$ cat src/rtl/cdb_age_arbiter.sv
// Oldest-first CDB writeback arbiter: one holding register per FU port feeding a registered CDB stage.
// Define CDB_ARB_STARVE_EN to build per-port starvation counters that force a grant at STARVE_MAX.
module cdb_age_arbiter #(
    parameter int unsigned XLEN       = 32,
    parameter int unsigned NREQ       = 4,
    parameter int unsigned ROB_IDX_W  = 6,
    parameter int unsigned PD_W       = 10,
    parameter int unsigned STARVE_MAX = 8,
    localparam int unsigned SrcW      = (NREQ > 1) ? $clog2(NREQ) : 1
) (
    input  logic                      clk,
    input  logic                      rst,
    input  logic                      flush_i,
    input  logic [ROB_IDX_W-1:0]      rob_head_i,
    input  logic [NREQ-1:0]           req_valid_i,
    output logic [NREQ-1:0]           req_ready_o,
    input  logic [NREQ*XLEN-1:0]      req_value_i,
    input  logic [NREQ*PD_W-1:0]      req_pd_i,
    input  logic [NREQ*ROB_IDX_W-1:0] req_rob_i,
    input  logic [NREQ-1:0]           req_we_i,
    output logic                      cdb_valid_o,
    input  logic                      cdb_ready_i,
    output logic [XLEN-1:0]           cdb_value_o,
    output logic [PD_W-1:0]           cdb_pd_o,
    output logic [ROB_IDX_W-1:0]      cdb_rob_o,
    output logic                      cdb_we_o,
    output logic [SrcW-1:0]           cdb_src_o
);

    if (STARVE_MAX < 1) begin : g_bad_starve_max
        $error("STARVE_MAX must be at least 1");
    end

    logic [NREQ-1:0]      hold_v_q, hold_v_d;
    logic [XLEN-1:0]      hold_value_q [NREQ];
    logic [XLEN-1:0]      hold_value_d [NREQ];
    logic [PD_W-1:0]      hold_pd_q [NREQ];
    logic [PD_W-1:0]      hold_pd_d [NREQ];
    logic [ROB_IDX_W-1:0] hold_rob_q [NREQ];
    logic [ROB_IDX_W-1:0] hold_rob_d [NREQ];
    logic [NREQ-1:0]      hold_we_q, hold_we_d;

    logic                 out_v_q, out_v_d;
    logic [XLEN-1:0]      out_value_q, out_value_d;
    logic [PD_W-1:0]      out_pd_q, out_pd_d;
    logic [ROB_IDX_W-1:0] out_rob_q, out_rob_d;
    logic                 out_we_q, out_we_d;
    logic [SrcW-1:0]      out_src_q, out_src_d;

    logic                 out_adv, out_load, any_hold, found;
    logic [ROB_IDX_W-1:0] age, best_age;
    logic [SrcW-1:0]      sel;
    logic [NREQ-1:0]      grant;

`ifdef CDB_ARB_STARVE_EN
    localparam int unsigned CntW = $clog2(STARVE_MAX + 1);
    logic [CntW-1:0] cnt_q [NREQ];
    logic [CntW-1:0] cnt_d [NREQ];
    logic            starve_hit;
`endif

    assign out_adv  = !out_v_q || cdb_ready_i;
    assign any_hold = |hold_v_q;
    assign out_load = out_adv && any_hold && !flush_i && !rst;

    // Age is the modular distance from the ROB head, so unsigned subtraction handles wrap.
    always_comb begin
        found    = 1'b0;
        best_age = '0;
        age      = '0;
        sel      = '0;
        for (int i = 0; i < NREQ; i++) begin
            age = hold_rob_q[i] - rob_head_i;
            if (hold_v_q[i] && (!found || age < best_age)) begin
                found    = 1'b1;
                best_age = age;
                sel      = SrcW'(i);
            end
        end
`ifdef CDB_ARB_STARVE_EN
        starve_hit = 1'b0;
        for (int i = 0; i < NREQ; i++) begin
            if (hold_v_q[i] && cnt_q[i] == CntW'(STARVE_MAX) && !starve_hit) begin
                starve_hit = 1'b1;
                sel        = SrcW'(i);
            end
        end
`endif
    end

    always_comb begin
        grant       = '0;
        req_ready_o = '0;
        for (int i = 0; i < NREQ; i++) begin
            grant[i]       = out_load && (sel == SrcW'(i));
            req_ready_o[i] = !rst && !flush_i && (!hold_v_q[i] || grant[i]);
        end
    end

    always_comb begin
        hold_v_d     = hold_v_q;
        hold_value_d = hold_value_q;
        hold_pd_d    = hold_pd_q;
        hold_rob_d   = hold_rob_q;
        hold_we_d    = hold_we_q;
        for (int i = 0; i < NREQ; i++) begin
            if (grant[i]) hold_v_d[i] = 1'b0;
            // A granted slot may refill in the same cycle.
            if (req_valid_i[i] && req_ready_o[i]) begin
                hold_v_d[i]     = 1'b1;
                hold_value_d[i] = req_value_i[i*XLEN +: XLEN];
                hold_pd_d[i]    = req_pd_i[i*PD_W +: PD_W];
                hold_rob_d[i]   = req_rob_i[i*ROB_IDX_W +: ROB_IDX_W];
                hold_we_d[i]    = req_we_i[i];
            end
        end
        if (flush_i) hold_v_d = '0;
    end

    always_comb begin
        out_v_d     = out_v_q;
        out_value_d = out_value_q;
        out_pd_d    = out_pd_q;
        out_rob_d   = out_rob_q;
        out_we_d    = out_we_q;
        out_src_d   = out_src_q;
        if (out_adv) begin
            out_v_d = out_load;
            if (out_load) begin
                out_value_d = hold_value_q[sel];
                out_pd_d    = hold_pd_q[sel];
                out_rob_d   = hold_rob_q[sel];
                out_we_d    = hold_we_q[sel];
                out_src_d   = sel;
            end
        end
        if (flush_i) out_v_d = 1'b0;
    end

`ifdef CDB_ARB_STARVE_EN
    always_comb begin
        for (int i = 0; i < NREQ; i++) begin
            cnt_d[i] = cnt_q[i];
            if (flush_i || !hold_v_q[i] || grant[i]) begin
                cnt_d[i] = '0;
            end else if (out_adv && cnt_q[i] != CntW'(STARVE_MAX)) begin
                cnt_d[i] = cnt_q[i] + 1'b1;
            end
        end
    end

    always_ff @(posedge clk) begin
        if (rst) begin
            for (int i = 0; i < NREQ; i++) cnt_q[i] <= '0;
        end else begin
            cnt_q <= cnt_d;
        end
    end
`endif

    always_ff @(posedge clk) begin
        if (rst) begin
            hold_v_q    <= '0;
            out_v_q     <= 1'b0;
            out_value_q <= '0;
            out_pd_q    <= '0;
            out_rob_q   <= '0;
            out_we_q    <= 1'b0;
            out_src_q   <= '0;
        end else begin
            hold_v_q    <= hold_v_d;
            out_v_q     <= out_v_d;
            out_value_q <= out_value_d;
            out_pd_q    <= out_pd_d;
            out_rob_q   <= out_rob_d;
            out_we_q    <= out_we_d;
            out_src_q   <= out_src_d;
        end
    end

    // Payload is qualified by hold_v_q, so it needs no reset.
    always_ff @(posedge clk) begin
        hold_value_q <= hold_value_d;
        hold_pd_q    <= hold_pd_d;
        hold_rob_q   <= hold_rob_d;
        hold_we_q    <= hold_we_d;
    end

    assign cdb_valid_o = out_v_q;
    assign cdb_value_o = out_value_q;
    assign cdb_pd_o    = out_pd_q;
    assign cdb_rob_o   = out_rob_q;
    assign cdb_we_o    = out_we_q;
    assign cdb_src_o   = out_src_q;

endmodule

$ cat config.mk
export PLATFORM = sky130hd
export DESIGN_NAME = cdb_age_arbiter
export DESIGN_NICKNAME = d
export VERILOG_FILES = /design/src/rtl/cdb_age_arbiter.sv
export SDC_FILE = /design/constraint.sdc
export NUM_CORES = 1
export LEC_CHECK = 0
export CAP_MARGIN = 0
export CORE_ASPECT_RATIO = 1.75
export CORE_MARGIN = 5
export CORE_UTILIZATION = 40
export DETAILED_ROUTE_END_ITERATION = 16
export PLACE_DENSITY_LB_ADDON = 0.1
export SKIP_CTS_REPAIR_TIMING = 1
export SYNTH_ARGS = -nofsm -noshare
export SYNTH_HDL_FRONTEND = slang
export SYNTH_SLANG_ARGS = --single-unit
$ cat constraint.sdc
create_clock -name clk -period 12.8 [get_ports clk]
set_input_delay 2.56 -clock clk [delete_from_list [all_inputs] [get_ports clk]]
set_output_delay 2.56 -clock clk [all_outputs]
set_load 0.01 [all_outputs]
Fig. 1: signal wires on met2
Scale bar: 50 um.
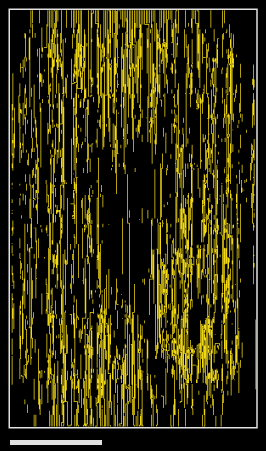
nets with wire on the layer = 1136
share of all routed wire = 54%
longest straight run = 84.3 um
wire length on this layer = 16600 um
main direction = vertical
final wirelength: 30800 um
vias: 7513

Fig. 2: congestion heat map
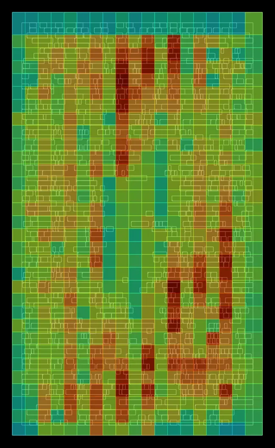
routing usage on met3: 4.26%
Finished Core Util: 55.2%
wire per inst: 21.3 um

Fig. 3: sequential cells coloured by netlist name
Scale bar: 50 um. Other sequential cells in the stronger grey, the rest of the logic in the fainter grey.
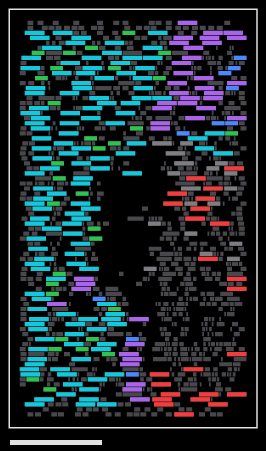
cyan -> hold_value_q  # placed flops 128
red -> hold_rob_q  # placed flops 24
purple -> hold_pd_q  # placed flops 40
green -> cdb_value_o  # placed flops 32
blue -> cdb_pd_o  # placed flops 10
not coloured = 18
register area: 7010 um2
sequential group power: 0.935 mW
Seq/total area: 47.9%

Fig. 4: logic cells by family
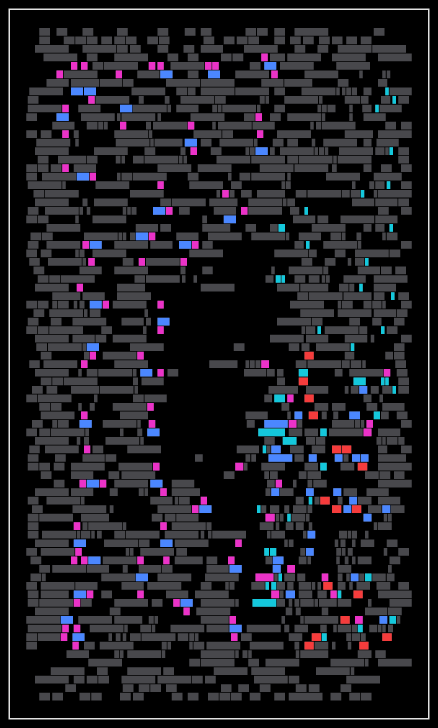
blue -> non-inverting ao/oa cells  # cells 58, most used a2111o_1, where widely spread
magenta -> and/or cells  # cells 83, most used and2_1
cyan -> nor cells  # cells 44, most used nor2_1
red -> xor and xnor cells  # cells 17, most used xor2_1
multi-input combinational area share: 23.6%
final non-filler cell total: 1441
commonest non-fill, non-tap cell in the layout: clkdlybuf4s50_1

Fig. 5: met3 routing
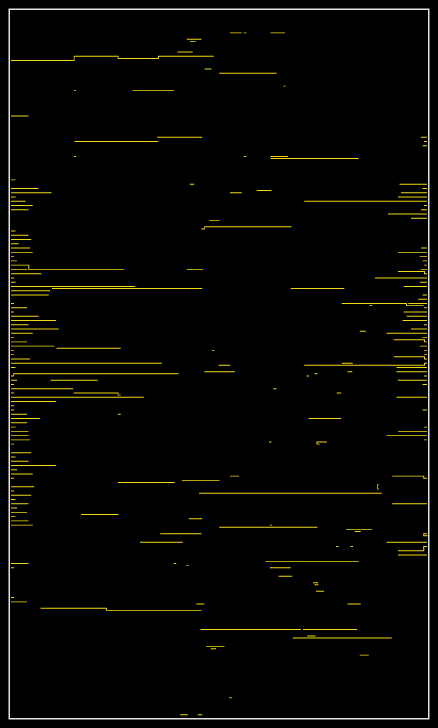
nets with wire on the layer = 174
main direction = horizontal
longest straight run = 58.0 um
share of all routed wire = 5.7%

==> impl_metrics.env <==
# flow metrics
export IMPL_crit_start="rob_head_i[0]"
export IMPL_dp_cells=1389
export IMPL_max_slew_margin_rel_pct=16.0
export IMPL_fa_ha_area_share_pct=4.86
export IMPL_grt_max_degree=51
export IMPL_dp_slack_ns=0.161
export IMPL_top_area_cell="edfxtp_1"
export IMPL_via_per_inst=5.21
export IMPL_crit_end="req_ready_o[0]"
export IMPL_power_density_nw_per_um2=134
export IMPL_die_h_um=226
export IMPL_hold_start="hold_pd_q[7]"
export IMPL_ys_sh_simple_pct=12.8
export IMPL_reg2reg_slack_ns=4.73
export IMPL_netlist_instances=822
export IMPL_p_switching_mw=0.458
export IMPL_antenna_left=0
export IMPL_status="finished, final reports clean"
export IMPL_critical_path_required_ns=10.24
export IMPL_drc_errors=0
## registers in the layout, indices dropped and copies added (netlist names)
| register | flops |
|---|---|
| hold_v_q | 4 |
| cdb_src_o | 2 |
| cdb_valid_o | 1 |
| cdb_value_o | 32 |
| cdb_we_o | 1 |
| hold_we_q | 4 |
| hold_rob_q | 24 |
| hold_value_q | 128 |
| hold_pd_q | 40 |
| cdb_rob_o | 6 |
| cdb_pd_o | 10 |
## routing by layer
metal / GRT usage [%] / wire length [um]
met4: 9.03 / 1280
met2: 37.8 / 16600
met3: 4.26 / 1750
met1: 21.5 / 11200
met5: 0 / 13
## cell type report
cell class,count,area [um2]
fillers,2228,11900
flip-flops and latches,252,7010
multi-input cells,505,3450
repair buffers,288,2830
clock buffers,30,664
well taps,324,405
clock inverters,15,171
inverters,23,86.3
diodes,4,10.0
No activity file was given, so power comes from the tool's default toggle rates.
